**config.mk**
```make
export PLATFORM = sky130hd
export DESIGN_NAME = mod_updown_counter
export DESIGN_NICKNAME = d
export VERILOG_FILES = /design/src/rtl/mod_updown_counter_pkg.sv /design/src/rtl/bin_to_bcd.sv /design/src/rtl/mod_updown_counter.sv
export SDC_FILE = /design/constraint.sdc
export NUM_CORES = 1
export LEC_CHECK = 0
export ABC_AREA = 1
export CORE_ASPECT_RATIO = 0.6
export CORE_MARGIN = 2
export CORE_UTILIZATION = 45
export CTS_BUF_LIST = sky130_fd_sc_hd__clkbuf_4
export DETAILED_ROUTE_END_ITERATION = 10
export PLACE_DENSITY = 0.7
export SLEW_MARGIN = 0
export SYNTH_ARGS = -nofsm -noshare
export SYNTH_HDL_FRONTEND = slang
export SYNTH_SLANG_ARGS = --single-unit
export TNS_END_PERCENT = 50
```
**constraint.sdc**
```tcl
create_clock -name in_clk -period 6.8 [get_ports in_clk]
set_input_delay 1.7 -clock in_clk [delete_from_list [all_inputs] [get_ports in_clk]]
set_output_delay 1.7 -clock in_clk [all_outputs]
set_load 0.03 [all_outputs]
```
**src/rtl/mod_updown_counter_pkg.sv**
```systemverilog
// Shared constants for the up/down modulo counter and its BCD presentation.
package mod_updown_counter_pkg;

  localparam int unsigned DEFAULT_MODULUS = 100;
  localparam int unsigned DEFAULT_DIGITS  = 2;
  localparam int unsigned BCD_DIGIT_W     = 4;

  typedef enum logic [1:0] {
    SEL_HOLD,
    SEL_LOAD,
    SEL_STEP
  } count_sel_e;

endpackage

```
**src/rtl/bin_to_bcd.sv**
```systemverilog
// Combinational binary-to-BCD conversion using the shift-and-add-3 (double-dabble) method.
module bin_to_bcd
  import mod_updown_counter_pkg::*;
#(
  parameter int unsigned WIDTH  = 7,
  parameter int unsigned DIGITS = DEFAULT_DIGITS
) (
  input  logic [WIDTH-1:0]              bin,
  output logic [BCD_DIGIT_W*DIGITS-1:0] bcd
);

  localparam int unsigned BCD_W = BCD_DIGIT_W * DIGITS;

  logic [BCD_W-1:0] acc;

  always_comb begin
    acc = '0;
    for (int unsigned i = 0; i < WIDTH; i++) begin
      for (int unsigned d = 0; d < DIGITS; d++) begin
        if (acc[BCD_DIGIT_W*d +: BCD_DIGIT_W] >= 4'd5)
          acc[BCD_DIGIT_W*d +: BCD_DIGIT_W] = acc[BCD_DIGIT_W*d +: BCD_DIGIT_W] + 4'd3;
      end
      acc = {acc[BCD_W-2:0], bin[WIDTH-1-i]};
    end
    bcd = acc;
  end

endmodule

```
**src/rtl/mod_updown_counter.sv**
```systemverilog
// Modulo up/down counter with wrap/saturate boundary modes, load, terminal-count pulse and BCD view.
module mod_updown_counter
  import mod_updown_counter_pkg::*;
#(
  parameter int unsigned MODULUS = DEFAULT_MODULUS,
  parameter int unsigned DIGITS  = DEFAULT_DIGITS,
  parameter int unsigned WIDTH   = $clog2(MODULUS)
) (
  input  logic                          in_clk,
  input  logic                          rst,
  input  logic                          en,
  input  logic                          up,
  input  logic                          sat,
  input  logic                          load,
  input  logic [WIDTH-1:0]              load_val,
  output logic [WIDTH-1:0]              q,
  output logic [BCD_DIGIT_W*DIGITS-1:0] bcd,
  output logic                          tc
);

  localparam logic [WIDTH-1:0] MAX = WIDTH'(MODULUS - 1);

  count_sel_e                      sel;
  logic [WIDTH-1:0]                count;
  logic [WIDTH-1:0]                next_count;
  logic                            next_tc;
  logic [BCD_DIGIT_W*DIGITS-1:0]   next_bcd;

  always_comb begin
    sel        = SEL_HOLD;
    next_count = count;
    next_tc    = 1'b0;
    if (load)
      sel = SEL_LOAD;
    else if (en)
      sel = SEL_STEP;

    unique case (sel)
      SEL_LOAD: next_count = (load_val > MAX) ? MAX : load_val;
      SEL_STEP: begin
        if (up) begin
          if (count == MAX) begin
            next_count = sat ? MAX : '0;
            next_tc    = 1'b1;
          end else begin
            next_count = count + WIDTH'(1);
          end
        end else begin
          if (count == '0) begin
            next_count = sat ? '0 : MAX;
            next_tc    = 1'b1;
          end else begin
            next_count = count - WIDTH'(1);
          end
        end
      end
      default: next_count = count;
    endcase
  end

  // BCD is converted from the next count so the registered digits land on the same edge as q.
  bin_to_bcd #(
    .WIDTH (WIDTH),
    .DIGITS(DIGITS)
  ) u_bin_to_bcd (
    .bin(next_count),
    .bcd(next_bcd)
  );

  always_ff @(posedge in_clk or negedge rst) begin
    if (!rst) begin
      count <= '0;
      bcd   <= '0;
      tc    <= 1'b0;
    end else begin
      count <= next_count;
      bcd   <= next_bcd;
      tc    <= next_tc;
    end
  end

  assign q = count;

endmodule
```
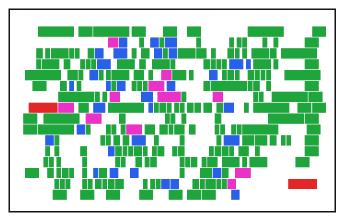
(run_1/drive_strength.png)
(4 px per micron)
- drive 6 and up: red (cells 2; share 0.76%)
- drive 3 to 4: magenta (cells 11; share 4.2%)
- drive 2: blue (cells 32; share 12%)
- drive 1 or less: green (cells 217; share 83%)

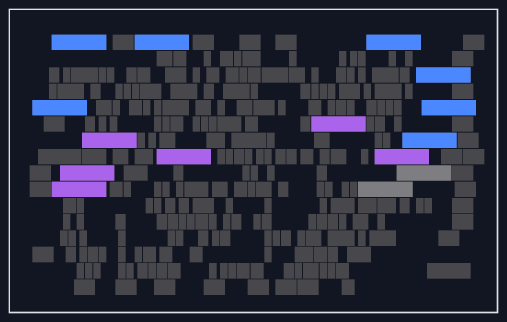
(run_1/registers.png)
(6 px per micron)
- q: purple (placed flops 6)
- bcd: blue (placed flops 7)

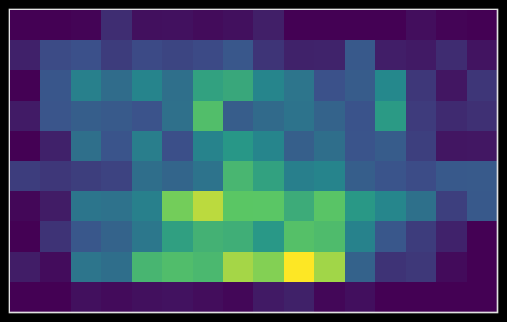
(run_1/wire_density.png)
(6 px per micron) The die is cut into 16 by 10 equal tiles; dark purple is low, yellow is high, scaled to the fullest tile. Values are wire area over tile area, all layers added.
- tiles over half the peak: 17%
- fullest tile: 0.57
- mean over tiles: 0.16
- emptiest ninth of the die: north-east
- nearly empty tiles: 14%

## run 1: through the flow
stage                     utilization  setup slack [ps]  instance area, sq um  power [uW]  cells
after floorplan                     -              1920                  1610         352    235
after global placement          0.567               912                  1900         435    303
after detailed placement        0.567               883                  1900         439    303
after CTS                       0.576              1180                  1930         496    307
after global routing            0.576               713                  1930         540    307
final                           0.576              1130                  1930         492    307
## run 1: worst paths after layout
| kind | from | cells past startpoint | to |
|---|---|---|---|
| max | up | 33 | bcd[1] |
| min | q[4] | 2 | q[4] |
| max reg2reg | flip-flop | 35 | bcd[1] |
| min reg2reg | q[4] | 2 | q[4] |
| max in group asynchronous | rst | 1 | q[2] |
| min in group asynchronous | rst | 1 | q[3] |
## run 1: state kept, by name, indices dropped and copies added (netlist names), named ones only
name	count
bcd	7
q	6
tc	1
## run 1: Yosys cell counts, drive strengths merged, types with 2 or more instances
master,number,area (sq um)
o211ai,2,15.0
or3,2,13.8
nand2,73,339
o21ai,14,92.6
nand3b,2,15.0
xor2,3,26.3
dfrtp,15,375
inv,38,145
buf,4,41.3
a21oi,3,15.0
nand3,27,155
nand4,4,25.0
ha,10,125
nor2,27,146
## run 1: final cells by class
type,count,area (sq um)
clock buffers,4,30.0
fillers,334,1420
inverters,39,150
multi-input cells,176,1030
flip-flops and latches,15,375
well taps,45,56.3
repair buffers,28,280
## run 1: cell families (layout without fill, tap and decap cells)
logic type               Yosys count  after routing  synth area share
flip-flops                        15             15             0.234
XOR/XNOR                           3              3            0.0164
adder cells (fa/ha/maj)           10             10            0.0779
buffers and inverters             44             71             0.122
AND/OR/NAND/NOR                  138            138             0.444
AND-OR/OR-AND                     25             25             0.106
## run 1: tightest hold or removal path, cell delays in order (launching register included)
cell and delay, ps:
dfrtp_1 500, a21oi_1 160, nand2_4 120
## run 1: power by group through the flow
| stage | Combinational, uW | Sequential (uW) | Clock [uW] |
|---|---|---|---|
| after floorplan | 178 | 174 | 0 |
| after global placement | 301 | 134 | 0 |
| after detailed placement | 304 | 134 | 0 |
| after CTS | 306 | 132 | 57.9 |
| after global routing | 344 | 135 | 61.5 |
| final | 304 | 132 | 55.4 |
## run 1: metal layers
layer	vias up	share of wire	GRT usage
met2	64	0.35	0.277
met1	663	0.52	0.339
li1	801	-	-
met4	0	0.0018	0.0169
met5	-	0	0
met3	2	0.12	0.0827
==> out/qor.yml, run 1 <==
floorplan:
  dieArea_sq_um: 4080
  ios: 29
  fp_util: 0.481
timing:
  finalClockPeriodUsage: 0.833
  fmax_mhz: 176
  relSlewSlack: 0.530
  final_max_slew_viol_count: 0
  tns_ps: 0
  fin_crit_ps: 5670
  finalSetupViolCount: 0
  worst_pin_slew_ps: 703
  finalHoldViolCount: 0
  hold-worst-slack_ps: 826
  finalClockSkew_ps: 7.49
critical_path:
  path_max_fanout: 8
  critPathCaptureType: "flip-flop"
  slowest_stage: "clkdlybuf4s50_1"
  critPathMostFrequentCell: "nand2_1"
  crit_arrival_ps: 5850
  reg2reg_slack_ps: 2220
  max_stage_delay_ps: 560
  worstPathRequired_ps: 6980
  cp-start-kind: "primary input"
  cp_top_family: "simple AND/OR/NAND/NOR gates"
  crit_type: "in2reg"
drt:
  dr.pass1.iters: 4
  num_vias: 1530
  drcViolationCount: 0
  drtAntennaViolNets: 0
  drt_iter0_markers: 99
  drt-total-wl_microns: 3800
  via_per_inst: 4.98
power_and_ir_drop:
  power_density_nw_per_um2: 255
  peakVddDrop_mv: 0.144
  p_leak_uw: 0.000980
  p_int_uw: 255
  power_frac_seq: 0.268
  p_clk_frac: 0.113
  switching_share: 0.482
  p_switching_uw: 237
  power_frac_comb: 0.619
clock_network:
  clock-root-buffer: "clkbuf_4"
  cts.path.max_buffers: 2
  cts_hold_buf: 0
  cts_max_level: 1
  postCtsResizedCells: 0
  cts_buffers: 3
  postCtsSetupBuffers: 0
  clock_sinks: 15
  clk_pin_slew_worst_paths_ps: 90
  cts_tree: "done"
cells_and_area:
  lay_top_count: "nand2_1"
  nNetsFinal: 286
  layout-drive-gt1-share: 0.172
  area_delta_synth_final_pct: 19.9
place:
  place.gp.congestion: 0.982
  hpwl_microns: 3140
  io_buffers: 28
logic_synthesis:
  ys_ff: 15
  async_flop_share: 1.00
  syn-mean-instance-area_sq_um: 6.84
  syn-num-nets: 258
  ys_warn_count: 0
  ys_types: 38
  synth-main-ff-cell: "dfrtp_1"
  synthCells: 235
  syn_area_sq_um: 1610
  synth-edff-count: 0
  yosys_area_sq_um: 1610
  ys_seq_frac: 0.234
  ys_cells: 235
global_route:
  antenna_found_initial: 0
  grt_start_max_net_pins: 16
  overflow: 0
outcome:
  status: "complete, no violations"
run:
  drv_cap: 0
  tool_warnings: 31
min_path:
  worst_hold_path_type: "reg2reg"
==> run 1 -> run 2 <==
==> constraint.sdc (replaced) <==
create_clock -name in_clk -period 5.9 [get_ports in_clk]
set_input_delay 1.475 -clock in_clk [delete_from_list [all_inputs] [get_ports in_clk]]
set_output_delay 1.475 -clock in_clk [all_outputs]
set_load 0.03 [all_outputs]
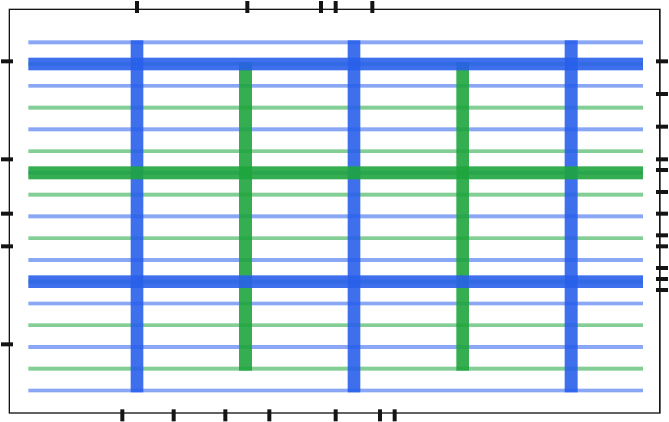
(run_2/pdn.png)
(8 px per micron) Pins as bars on the die edge.
- VDD: green
- VSS: blue
- met1 rails: 17
- met4 straps: 5

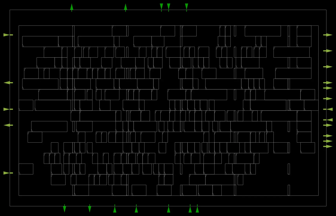
(run_2/final_placement.png)
core area: 3340 sq um
n_taps: 45
flip-flops: 15
Seq area share: 0.194

==> run 2 against run 1 <==
  * Critical path depth stayed put
  * Area after synthesis stayed put
  * Global-route usage is 0.29 points lower
  * Worst hold slack worse by 39 ps
==> out/qor.yml, run 2 <==
global_route:
  antenna_found_initial: 0  # unchanged
  overflow: 0  # unchanged
  grt_start_max_net_pins: 16  # unchanged
clock_network:
  clk_pin_slew_worst_paths_ps: 100  # about the same
  cts_tree: "done"
  cts_buffers: 3  # unchanged
  clock_sinks: 15  # unchanged
  clock-root-buffer: "clkbuf_4"
  postCtsSetupBuffers: 0  # unchanged
  cts_hold_buf: 0  # unchanged
floorplan:
  ios: 29  # unchanged
  fp_util: 0.481  # unchanged
  dieArea_sq_um: 4080  # unchanged
logic_synthesis:
  top_cells_by_area: "dfrtp_1 (23%), nand2_1 (13%), ha_1 (7.8%)"
  top_area_frac: 0.234  # unchanged
  yosys_area_sq_um: 1610  # unchanged
  top_cell: "nand2_1"
  synth-edff-count: 0  # unchanged
  syn-num-nets: 258  # unchanged
  ys_cells: 235  # unchanged
  syn-mean-instance-area_sq_um: 6.84  # unchanged
  ys_types: 38  # unchanged
  synth-main-ff-cell: "dfrtp_1"
  yosys-top-cells-count: "nand2_1 (55), inv_1 (32), nand3_1 (23), nor2_1 (22), dfrtp_1 (15)"
  synthCells: 235  # unchanged
  syn_area_sq_um: 1610  # unchanged
  yosys.area.top_type: "dfrtp_1"
  ys_warn_count: 0  # unchanged
  async_flop_share: 1.00  # unchanged
drt:
  drt_iter0_markers: 117  # +18%
  num_vias: 1540  # +0.65%
  drtAntennaViolNets: 0  # unchanged
  dr.pass1.iters: 4  # unchanged
  drcViolationCount: 0  # unchanged
  drt-total-wl_microns: 3760  # -1.1%
cells_and_area:
  layout.area.comb_sq_um: 1030  # unchanged
  n_fill_cell: 317  # -5.1%
  nNetsFinal: 288  # +0.70%
  top_register: "bcd"
  layout-drive-gt1-share: 0.178  # +0.00627
  seq_area_sq_um: 375  # unchanged
  fin_area_sq_um: 1940  # +0.65%
critical_path:
  path_max_fanout: 8  # unchanged
  reg2reg_to: "bcd[1]"
  max_stage_delay_ps: 540  # -20 ps
  slowest_stage: "clkdlybuf4s50_1"
  worstPathRequired_ps: 6100  # -880 ps
  crit_arrival_ps: 5590  # -260 ps
  critPathMostFrequentCell: "inv_1"
  cp_top_family: "simple AND/OR/NAND/NOR gates"
  reg2reg_depth: 35  # unchanged
  crit_type: "in2reg"
power_and_ir_drop:
  power_density_nw_per_um2: 293  # +15%
  peakVddDrop_mv: 0.159  # +10%
  finalPower_uw: 568  # +15%
  p_leak_uw: 0.000988  # +0.91%
timing:
  finalClockPeriodUsage: 0.914
  finalClockSkew_ps: 9.44  # +1.95 ps
  tns_ps: 0  # unchanged
  finalSetupViolCount: 0  # unchanged
  worst_pin_slew_ps: 707  # +3.53 ps
  final_max_slew_viol_count: 0  # unchanged
  fmax_mhz: 186
  fin_crit_ps: 5390
  hold-worst-slack_ps: 787  # -39.1 ps
  finalHoldViolCount: 0  # unchanged
place:
  dp_slack_ps: 245  # -639 ps
  hpwl_microns: 3130  # -0.25%
  placedInstanceArea_sq_um: 1910  # +0.79%
  place.gp.congestion: 1.01  # +2.5%
outcome:
  status: "complete, no violations"
run:
  drv_cap: 0  # unchanged
  tool_warnings: 31  # unchanged
min_path:
  hold_path_depth: 2  # unchanged
[run 2: cell types whose count changed in the layout (fill, tap and decap cells not counted), sizes merged]
cell	change
clkbuf	-1
buf	+2
clkinv	+1
[run 2: cells by family (layout without fill, tap and decap cells)]
family | count (synthesis) | count (layout) | synth area share
fa+ha+maj | 10 | 10 | 0.0779
compound gates | 25 | 25 | 0.106
xor+xnor | 3 | 3 | 0.0164
flops | 15 | 15 | 0.234
simple gates | 138 | 138 | 0.444
buf+inv | 44 | 73 | 0.122
[run 2: worst max path at each step]
stage	to	slack (ps)	cells after the start
2_1_floorplan	bcd[1]	1240	33
3_3_place_gp	bcd[2]	370	33
3_5_place_dp	bcd[1]	240	33
4_1_cts	bcd[1]	550	33
5_1_grt	bcd[1]	50	33
6_report	bcd[1]	510	33
[run 2: layer usage]
| layer | part of all wire | global-route usage | vias to the layer above |
|---|---|---|---|
| met1 | 0.51 | 0.332 | 672 |
| met2 | 0.37 | 0.277 | 59 |
| met4 | 0.0019 | 0.0367 | 0 |
| met3 | 0.11 | 0.0665 | 2 |
| met5 | 0 | 0 | - |
| li1 | - | - | 807 |
[run 2: stage by stage]
step	instances	util
after detailed placement	305	0.572
after CTS	309	0.580
after global placement	305	0.572
after floorplan	235	-
after global routing	309	0.580
final	309	0.580
[run 2: layout make-up]
cell class                      instances  share of cell area
Inverter                               39              0.0774
Timing Repair Buffer                   30               0.152
Tap cell                               45              0.0290
Clock buffer                            3              0.0116
Sequential cell                        15               0.194
Multi-Input combinational cell        176               0.534
Clock inverter                          1             0.00258
[run 2: worst register-to-register path, delay by kind of cell, from the launching register on]
kind	cells	cell delay [ps]
AND/OR/NAND/NOR	22	2290
adder cells (fa/ha/maj)	4	840
buffers and inverters	8	730
flip-flops	1	430
AND-OR/OR-AND	1	170
[run 2: power breakdown]
group / leakage (uW) / switching, uW / internal, uW
sequential: 0.000182 / 21.5 / 130
combinational: 0.000788 / 219 / 135
clock: 0.0000177 / 37.1 / 25.3
total: 0.000988 / 278 / 290
==> run 2 -> run 3 <==
==> constraint.sdc (replaced) <==
create_clock -name in_clk -period 5.9 [get_ports in_clk]
set_input_delay 0.885 -clock in_clk [delete_from_list [all_inputs] [get_ports in_clk]]
set_output_delay 0.885 -clock in_clk [all_outputs]
set_load 0.03 [all_outputs]
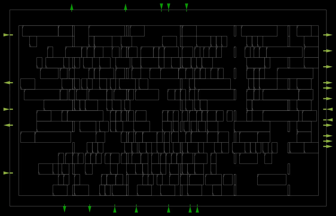
(run_3/final_placement.png)
Seq area share: 0.195
Filler cells: 323
Post-Layout Cell Count: 307
# rows: 16

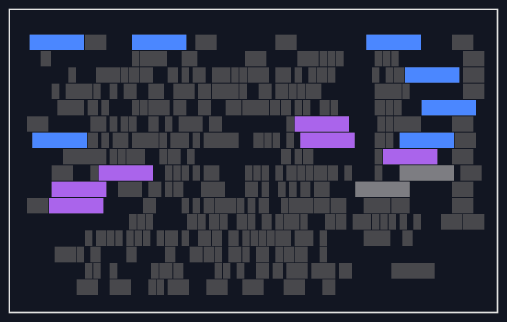
(run_3/registers.png)
(6 px per micron)
- bcd: blue (placed flops 7)
- q: purple (placed flops 6)
- not colored: 2

==> run 3 against run 2 <==
  * Routed wire length grew 0.21%
  * Design area shrank 0.77%
  * Clock power shrank 3%
  * Area after synthesis did not move
  * Synthesized cell count unchanged
  * Combinational power about the same
  * Register-to-register slack lost 110 ps
  * Maximum frequency rose by 11%
  * Sequential power about the same
  * Critical path depth unchanged
==> out/qor.yml, run 3 <==
clock_network:
  postCtsResizedCells: 0
  clk_pin_slew_worst_paths_ps: 90  # about the same
  clock_sinks: 15  # unchanged
  cts_buffers: 3  # unchanged
  cts_max_level: 1
  cts_tree: "done"
  cts_hold_buf: 0  # unchanged
  cts.path.max_buffers: 2
  postCtsSetupBuffers: 0  # unchanged
  insertion_delay_ps: 290
  clock-root-buffer: "clkbuf_4"
logic_synthesis:
  top_cell: "nand2_1"
  ys_cells: 235  # unchanged
  top_cells_by_area: "dfrtp_1 (23%), nand2_1 (13%), ha_1 (7.8%)"
  synthCells: 235  # unchanged
  async_flop_share: 1.00  # unchanged
  synth-edff-count: 0  # unchanged
  syn-num-nets: 258  # unchanged
  yosys-top-cells-count: "nand2_1 (55), inv_1 (32), nand3_1 (23), nor2_1 (22), dfrtp_1 (15)"
  ys_ff: 15
  ys_seq_frac: 0.234
  yosys_area_sq_um: 1610  # unchanged
  syn_area_sq_um: 1610  # unchanged
  syn-mean-instance-area_sq_um: 6.84  # unchanged
  top_area_frac: 0.234  # unchanged
  ys_warn_count: 0  # unchanged
  yosys.area.top_type: "dfrtp_1"
  synth-main-ff-cell: "dfrtp_1"
  ys_types: 38  # unchanged
cells_and_area:
  layout-drive-gt1-share: 0.172  # -0.00627
  largest_reg_flops: 7
  area_delta_synth_final_pct: 19.8
  lay_top_count: "nand2_1"
  nNetsFinal: 286  # -0.69%
  num_antenna_cells: 0
  final_cell_mix: "nand2_1 (55), inv_1 (32), clkdlybuf4s50_1 (28)"
  top_register: "bcd"
power_and_ir_drop:
  power_frac_seq: 0.269  # +0.003
  p_switching_uw: 277  # -0.35%
  p_clk_frac: 0.107  # -0.003
  peakVddDrop_mv: 0.214  # +35%
  power_frac_comb: 0.624  # about the same
  power_density_nw_per_um2: 294  # +0.30%
  p_int_uw: 288  # -0.59%
  switching_share: 0.490  # +0.000604
  p_leak_uw: 0.000979  # -0.97%
drt:
  wl_per_cell_microns: 12.3
  drt-total-wl_microns: 3770  # +0.21%
  drtAntennaViolNets: 0  # unchanged
  num_vias: 1565  # +1.6%
  drcViolationCount: 0  # unchanged
  drt_iter0_markers: 185  # +58%
  via_per_inst: 5.10
  dr.pass1.iters: 5  # +1
global_route:
  grt_start_max_net_pins: 16  # unchanged
  grt_usage: 0.210
  grt_pass1_wl_microns: 6600
  antenna_found_initial: 0  # unchanged
  grt_pass1_vias: 1416
  overflow: 0  # unchanged
timing:
  rsz0062_at_grt: "false"
  worst_pin_slew_ps: 723  # +16.2 ps
  finalSetupViolCount: 0  # unchanged
  fmax_mhz: 206  # +11%
  finalClockSkew_ps: 1.81  # -7.63 ps
  finalHoldViolCount: 0  # unchanged
  tns_ps: 0  # unchanged
  relSlewSlack: 0.517
  final_max_slew_viol_count: 0  # unchanged
  finalClockPeriodUsage: 0.823  # -0.0909
  hold-worst-slack_ps: 779  # -7.88 ps
  fin_crit_ps: 4850  # -537 ps
critical_path:
  max_stage_delay_ps: 550  # about the same
  timing.critical_path.buf_inv: 9
  cp_top_family: "simple AND/OR/NAND/NOR gates"
  worstPathRequired_ps: 6090  # about the same
  critPathCaptureType: "flip-flop"
  cp_num_cells: 33  # unchanged
  crit_type: "in2reg"
  cp-start-kind: "primary input"
  path_max_fanout: 8  # unchanged
  reg2reg_depth: 35  # unchanged
  critPathMostFrequentCell: "nand2_1"
  crit_arrival_ps: 5040  # -550 ps
  slowest_stage: "clkdlybuf4s50_1"
floorplan:
  core_area_sq_um: 3340  # unchanged
  die_h_microns: 50.3
  ios: 29  # unchanged
  die_w_microns: 81.1
  fp_util: 0.481  # unchanged
  dieArea_sq_um: 4080  # unchanged
min_path:
  worst_hold_path_type: "reg2reg"
  hold_path_depth: 2  # unchanged
run:
  drv_cap: 0  # unchanged
  tool_warnings: 31  # unchanged
place:
  place.gp.congestion: 1.02  # +1.6%
  hpwl_microns: 3050  # -2.7%
  io_buffers: 28
outcome:
  status: "complete, no violations"
-- run 3: area by class of cell --
class / count / area [sq um] / area share
Clock buffer: 3 / 22.5 / 0.0117
Clock inverter: 1 / 5.00 / 0.00260
Inverter: 39 / 150 / 0.0780
Multi-Input combinational cell: 176 / 1030 / 0.538
Sequential cell: 15 / 375 / 0.195
Tap cell: 45 / 56.3 / 0.0293
Timing Repair Buffer: 28 / 280 / 0.146
-- run 3: cell families (layout without fill, tap and decap cells) --
logic type / count (synthesis) / count (layout) / synth area share
buf+inv: 44 / 71 / 0.122
xor+xnor: 3 / 3 / 0.0164
compound gates: 25 / 25 / 0.106
simple gates: 138 / 138 / 0.444
fa+ha+maj: 10 / 10 / 0.0779
flops: 15 / 15 / 0.234
-- run 3: through the flow --
step,instance area [sq um],power (uW),utilization,instances,worst slack (ps)
2_1_floorplan,1610,406,-,235,1830
3_3_place_gp,1900,502,0.567,303,916
3_5_place_dp,1900,506,0.567,303,835
4_1_cts,1920,569,0.576,307,1110
5_1_grt,1920,623,0.576,307,495
6_report,1920,565,0.576,307,1050
-- run 3: power groups by stage --
stage	sequential, uW	combinational (uW)	clock [uW]
after floorplan	200	206	0
after global routing	155	399	68.6
after global placement	154	348	0
after detailed placement	155	351	0
final	152	352	60.6
after CTS	153	353	63.7
-- run 3: path summary, 6_finish.rpt --
path                       startpoint         to  slack [ps]
min reg2reg                 flip-flop  flip-flop         780
min                         flip-flop  flip-flop         780
max reg2reg                 flip-flop     bcd[1]        1240
max                                up     bcd[1]        1050
min in group asynchronous         rst         tc        1020
max in group asynchronous         rst     bcd[5]        4430
-- run 3: layer usage --
layer,GRT usage,up-vias,part of all wire
met5,0,-,0
met4,0.0282,0,0.0027
li1,-,800,-
met1,0.329,686,0.52
met3,0.0612,4,0.10
met2,0.287,75,0.38
-- run 3: worst min-delay path: cells and delay by family, from the launching register on --
family	cells	cell delay (ps)
flops	1	430
buf+inv	1	180
compound gates	1	120
Power figures rest on the tool's default switching activity, not on a simulated workload.
